## src/rtl/host_wr_ctrl_pkg.sv

```systemverilog
// Shared encodings for the host write controller: register selects, write
// targets, default memory address widths and the wrapping pointer increment.
package host_wr_pkg;

    localparam logic [1:0] RS_ADDR_LO = 2'd0;
    localparam logic [1:0] RS_ADDR_HI = 2'd1;
    localparam logic [1:0] RS_DATA    = 2'd2;
    localparam logic [1:0] RS_CTRL    = 2'd3;

    typedef enum logic [1:0] {
        TGT_CHROW = 2'b00,
        TGT_PAL   = 2'b01,
        TGT_FONT  = 2'b10,
        TGT_NONE  = 2'b11
    } tgt_e;

    localparam int CHROW_AW_DEF = 8;
    localparam int PAL_AW_DEF   = 8;
    localparam int FONT_AW_DEF  = 12;
    localparam int PTR_W        = 12;

    // Increment only the low aw bits; the bits above the target's width are kept.
    function automatic logic [PTR_W-1:0] ptr_inc(input logic [PTR_W-1:0] p, input int aw);
        logic [PTR_W-1:0] mask;
        mask = PTR_W'((13'd1 << aw) - 13'd1);
        return (p & ~mask) | ((p + PTR_W'(1)) & mask);
    endfunction

endpackage

```

## src/rtl/host_wr_ctrl_sync_fall.sv

```systemverilog
// Two-flop synchroniser for an async active-low strobe plus a history flop;
// emits a one-cycle pulse when the synchronised strobe falls.
module sync_fall (
    input  logic clk,
    input  logic nrst,
    input  logic async_i,
    output logic fall_o
);

    logic meta_q;
    logic sync_q;
    logic hist_q;

    // Resetting low means a pulse interrupted by reset never re-fires on release.
    always_ff @(posedge clk or negedge nrst) begin
        if (!nrst) begin
            meta_q <= 1'b0;
            sync_q <= 1'b0;
            hist_q <= 1'b0;
        end else begin
            meta_q <= async_i;
            sync_q <= meta_q;
            hist_q <= sync_q;
        end
    end

    assign fall_o = hist_q & ~sync_q;

endmodule

```

## src/rtl/host_wr_ctrl.sv

```systemverilog
// Host byte-bus writer for chrowbuf, palette and fontmem: decodes each host
// strobe into an address/target update or a single-cycle memory write.
module host_wr_ctrl
    import host_wr_pkg::*;
#(
    parameter int CHROW_AW = CHROW_AW_DEF,
    parameter int PAL_AW   = PAL_AW_DEF,
    parameter int FONT_AW  = FONT_AW_DEF
) (
    input  logic                clk,
    input  logic                nrst,
    input  logic                host_nwr,
    input  logic [1:0]          host_rs,
    input  logic [7:0]          host_data,
    output logic                chrowbuf_wr,
    output logic [CHROW_AW-1:0] chrowbuf_wr_addr,
    output logic [15:0]         chrowbuf_wr_data,
    output logic                palette_wr,
    output logic [PAL_AW-1:0]   palette_wr_addr,
    output logic [15:0]         palette_wr_data,
    output logic                fontmem_wr,
    output logic [FONT_AW-1:0]  fontmem_wr_addr,
    output logic [7:0]          fontmem_wr_data,
    output logic                pending
);

    logic                fall;
    logic [PTR_W-1:0]    ptr_q, ptr_d;
    tgt_e                tgt_q, tgt_d;
    logic                pend_q, pend_d;
    logic [7:0]          lo_q, lo_d;
    logic                chrow_wr_q, chrow_wr_d;
    logic [CHROW_AW-1:0] chrow_addr_q, chrow_addr_d;
    logic [15:0]         chrow_data_q, chrow_data_d;
    logic                pal_wr_q, pal_wr_d;
    logic [PAL_AW-1:0]   pal_addr_q, pal_addr_d;
    logic [15:0]         pal_data_q, pal_data_d;
    logic                font_wr_q, font_wr_d;
    logic [FONT_AW-1:0]  font_addr_q, font_addr_d;
    logic [7:0]          font_data_q, font_data_d;

    sync_fall u_sync (
        .clk     (clk),
        .nrst    (nrst),
        .async_i (host_nwr),
        .fall_o  (fall)
    );

    // rs/data are taken straight from the pins: the host holds them until nwr rises.
    always_comb begin
        ptr_d        = ptr_q;
        tgt_d        = tgt_q;
        pend_d       = pend_q;
        lo_d         = lo_q;
        chrow_wr_d   = 1'b1;
        chrow_addr_d = chrow_addr_q;
        chrow_data_d = chrow_data_q;
        pal_wr_d     = 1'b1;
        pal_addr_d   = pal_addr_q;
        pal_data_d   = pal_data_q;
        font_wr_d    = 1'b1;
        font_addr_d  = font_addr_q;
        font_data_d  = font_data_q;
        if (fall) begin
            case (host_rs)
                RS_ADDR_LO: begin
                    ptr_d[7:0] = host_data;
                    pend_d     = 1'b0;
                end
                RS_ADDR_HI: begin
                    ptr_d[11:8] = host_data[3:0];
                    tgt_d       = tgt_e'(host_data[5:4]);
                    pend_d      = 1'b0;
                end
                RS_DATA: begin
                    case (tgt_q)
                        TGT_CHROW, TGT_PAL: begin
                            if (!pend_q) begin
                                lo_d   = host_data;
                                pend_d = 1'b1;
                            end else if (tgt_q == TGT_CHROW) begin
                                chrow_wr_d   = 1'b0;
                                chrow_addr_d = ptr_q[CHROW_AW-1:0];
                                chrow_data_d = {host_data, lo_q};
                                ptr_d        = ptr_inc(ptr_q, CHROW_AW);
                                pend_d       = 1'b0;
                            end else begin
                                pal_wr_d   = 1'b0;
                                pal_addr_d = ptr_q[PAL_AW-1:0];
                                pal_data_d = {host_data, lo_q};
                                ptr_d      = ptr_inc(ptr_q, PAL_AW);
                                pend_d     = 1'b0;
                            end
                        end
                        TGT_FONT: begin
                            font_wr_d   = 1'b0;
                            font_addr_d = ptr_q[FONT_AW-1:0];
                            font_data_d = host_data;
                            ptr_d       = ptr_inc(ptr_q, FONT_AW);
                        end
                        default: ;
                    endcase
                end
                default: begin
                    if (host_data[0]) pend_d = 1'b0;
                end
            endcase
        end
    end

    always_ff @(posedge clk or negedge nrst) begin
        if (!nrst) begin
            ptr_q        <= '0;
            tgt_q        <= TGT_CHROW;
            pend_q       <= 1'b0;
            lo_q         <= '0;
            chrow_wr_q   <= 1'b1;
            chrow_addr_q <= '0;
            chrow_data_q <= '0;
            pal_wr_q     <= 1'b1;
            pal_addr_q   <= '0;
            pal_data_q   <= '0;
            font_wr_q    <= 1'b1;
            font_addr_q  <= '0;
            font_data_q  <= '0;
        end else begin
            ptr_q        <= ptr_d;
            tgt_q        <= tgt_d;
            pend_q       <= pend_d;
            lo_q         <= lo_d;
            chrow_wr_q   <= chrow_wr_d;
            chrow_addr_q <= chrow_addr_d;
            chrow_data_q <= chrow_data_d;
            pal_wr_q     <= pal_wr_d;
            pal_addr_q   <= pal_addr_d;
            pal_data_q   <= pal_data_d;
            font_wr_q    <= font_wr_d;
            font_addr_q  <= font_addr_d;
            font_data_q  <= font_data_d;
        end
    end

    assign chrowbuf_wr      = chrow_wr_q;
    assign chrowbuf_wr_addr = chrow_addr_q;
    assign chrowbuf_wr_data = chrow_data_q;
    assign palette_wr       = pal_wr_q;
    assign palette_wr_addr  = pal_addr_q;
    assign palette_wr_data  = pal_data_q;
    assign fontmem_wr       = font_wr_q;
    assign fontmem_wr_addr  = font_addr_q;
    assign fontmem_wr_data  = font_data_q;
    assign pending          = pend_q;

endmodule
```

## config.mk

```make
export PLATFORM = sky130hd
export DESIGN_NAME = host_wr_ctrl
export DESIGN_NICKNAME = d
export VERILOG_FILES = /design/src/rtl/host_wr_ctrl_pkg.sv /design/src/rtl/host_wr_ctrl_sync_fall.sv /design/src/rtl/host_wr_ctrl.sv
export SDC_FILE = /design/constraint.sdc
export NUM_CORES = 1
export LEC_CHECK = 0
export ABC_AREA = 1
export CAP_MARGIN = 20
export CORE_MARGIN = 1.5
export CORE_UTILIZATION = 25
export CTS_BUF_LIST = sky130_fd_sc_hd__clkbuf_16
export DETAILED_ROUTE_END_ITERATION = 8
export GPL_TIMING_DRIVEN = 0
export PLACE_DENSITY_LB_ADDON = 0.08
export SETUP_SLACK_MARGIN = 0.4
export SKIP_LAST_GASP = 1
export SYNTH_ARGS = -nofsm -noshare
export SYNTH_HDL_FRONTEND = slang
export SYNTH_SLANG_ARGS = --single-unit
```

## constraint.sdc

```tcl
create_clock -name clk -period 1.6 [get_ports clk]
set_clock_uncertainty 0.15 [all_clocks]
set_input_delay 0.32 -clock clk [delete_from_list [all_inputs] [get_ports clk]]
set_output_delay 0.32 -clock clk [all_outputs]
set_load 0.05 [all_outputs]
```

==> run summary, run 1 <==
impl run done, here's what came out: total core area 0.0159 mm², met1 layer wirelength in the final routing approximately 5.6 mm, Nets at Floorplan about 450, router iterations before antenna repair 4, Internal Power between 5000 and 6000 µW, Fmax 0.641 GHz, CTS max path bufs 2, critical path capture point fontmem_wr_data[2], Cell Count, Final, Fillers Out 830, setup tns final 0 ns, count of clock tree sinks 97, OpenROAD warning count 33, highest metal layer used by the detailed router met4, library cell occupying the most area in the post-synthesis netlist sky130_fd_sc_hd__dfrtp_1, total count of hold-check failures in the final report 46, worst hold slack -0.151 ns, main flop type after synthesis sky130_fd_sc_hd__dfrtp_1, wire length on met3 roughly 290 µm, share of post-route cells with drive strength above 1 51.6%, drt first-iter violations 142, Post-CTS Repair Setup Buffers ~52, Final setup viols 0, share of synthesized cell area in and, or, nand and nor gates roughly 17%, failing checks negative hold slack, Port Buffer Count 84, mean number of vias per cell about 4.3, run status finished, violations left, cell total in the yosys stat output between 400 and 500, share of total power consumed by net switching 38.9%, layout buffer count excluding clock buffers 185, net switching power 3810 µW, Final clock-cell share under 10%, flop-to-flop setup slack 0.04 ns, cell area reported after detailed placement 0.00534 mm², wire per inst ~15 µm, number of buffers created by CTS 9, count of fill cells added during filler insertion 1,559, Crit path largest cell delay 0.37 ns, width of the die 131 µm, fraction of the yosys area taken by sequential cells between 50 and 60%, total half-perimeter wirelength after legalization and detailed placement around 8.0 mm
run_1/layer_met2.png
Scale bar: 50 µm.
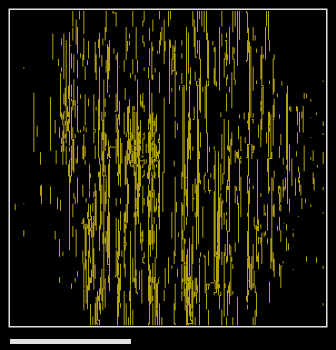
wire length on this layer = 6,580 µm
share of all routed wire = 51%
nets with wire on the layer = 526
longest straight run = 59.8 µm
main direction = vertical

run_1/congestion.png
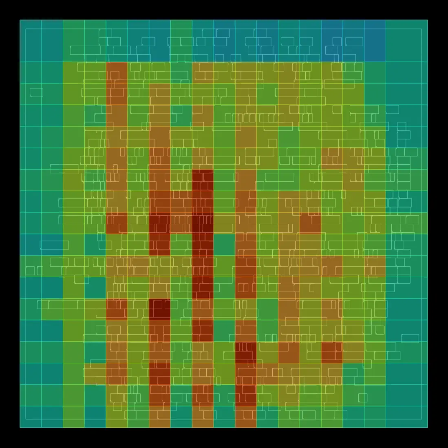
Total Routing Usage GR: 15.7%
global route hottest layer: met2
met1 layer usage reported by global route: 19.7%
fraction of met2 tracks used by global routing: 26.4%

run_1/flops_by_reg.png
Scale bar: 50 µm.
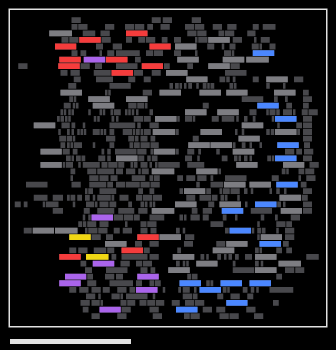
red -> `fontmem_wr_addr`  # sequential cells 12
blue -> `chrowbuf_wr_data`  # sequential cells 16
yellow -> `tgt_q`  # sequential cells 2
purple -> `fontmem_wr_data`  # sequential cells 8

==> run 2, diff against run 1 <==
--- a/config.mk
+++ b/config.mk
@@ -7,9 +7,10 @@
 export LEC_CHECK = 0
 export ABC_AREA = 1
 export CAP_MARGIN = 20
+export CORE_ASPECT_RATIO = 0.75
 export CORE_MARGIN = 1.5
 export CORE_UTILIZATION = 25
-export CTS_BUF_LIST = sky130_fd_sc_hd__clkbuf_16
+export CTS_BUF_LIST = sky130_fd_sc_hd__clkbuf_4 sky130_fd_sc_hd__clkbuf_8
 export DETAILED_ROUTE_END_ITERATION = 8
 export GPL_TIMING_DRIVEN = 0
 export PLACE_DENSITY_LB_ADDON = 0.08
==> run 2 against run 1 <==
Effect of this change: the run still ends with negative hold slack left; synthesized cell count unchanged; sequential cell count unchanged; critical path depth decreased by 2; clock-buffer cell count increased by 4; worst setup slack got worse by 0.020 ns; sequential power about the same; design area decreased by 0.11%; critical endpoint is now chrowbuf_wr_addr[2]; routed wire length increased by 1.4%; highest routed layer unchanged; largest cell class unchanged.
==> run summary, run 2 <==
impl run done, here's what came out: worst hold slack -0.200 ns (-0.0490 ns), wire per inst 15.7 µm (+2.2%), failing checks negative hold slack, met1 layer usage reported by global route 23.5% (+3.8 points), Final clock-cell share 2.81% (-1.6 points), drt first-iter violations 154 (+8.5%), fraction of met2 tracks used by global routing 21.6% (-4.8 points), worst slack, placed -0.755 ns, total half-perimeter wirelength after legalization and detailed placement 8.11 mm (+1.6%), average cell area after synthesis 9.50 µm², met1 layer wirelength in the final routing 6.49 mm (+16%), Final setup viols 0 (unchanged), count of clock tree sinks 97 (unchanged), clock slew at reported path FFs 0.10 ns, critical path capture point chrowbuf_wr_addr[2], count of fill cells added during filler insertion 1,585 (+1.7%), share of post-route cells with drive strength above 1 53.3% (+1.7 points), Clock group 1630 µW, Crit path largest cell delay 0.44 ns (+0.07 ns), layout buffer count excluding clock buffers 183 (-1.1%), router iterations before antenna repair 4 (unchanged), library cell occupying the most area in the post-synthesis netlist sky130_fd_sc_hd__dfrtp_1, CTS max path bufs 2 (unchanged), setup tns final 0 ns (unchanged), OpenROAD warning count 33 (unchanged), cell total in the yosys stat output 429 (unchanged), count of buffer and inverter cells on the critical path 3, global route hottest layer met1, Port Buffer Count 84 (unchanged), gate count of the mapped netlist 429, Fmax 0.633 GHz (-1.3%), Post-CTS Repair Setup Buffers 45 (-13%), share of synthesized cell area in and, or, nand and nor gates 17.0% (unchanged), Total Routing Usage GR 15.7% (+0.035 points), mean number of vias per cell 4.37 (+1.3%), main flop type after synthesis sky130_fd_sc_hd__dfrtp_1, vertical die dimension 114 µm, total core area 0.0160 mm² (+0.50%), cell area reported after detailed placement 0.00534 mm² (-0.14%), run status finished, violations left, Nets at Floorplan 446 (unchanged), number of buffers created by CTS 9 (unchanged), flop-to-flop setup slack 0.02 ns (-0.02 ns), Cell Count, Final, Fillers Out 823 (-0.84%), maximum capacitance violations 0, total count of hold-check failures in the final report 42 (-8.7%), share of total power consumed by net switching 41.4% (+2.5 points), Internal Power 5320 µW (-11%), highest metal layer used by the detailed router met4, fraction of the yosys area taken by sequential cells 59.6% (unchanged)
run_2/layer_met2.png
Scale bar: 50 µm.
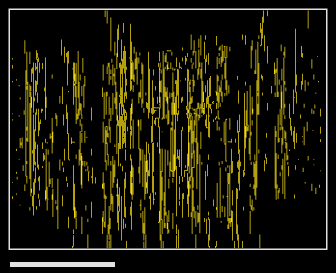
nets with wire on the layer = 514
wire length on this layer = 5,480 µm

Power and IR drop assume default switching activity.
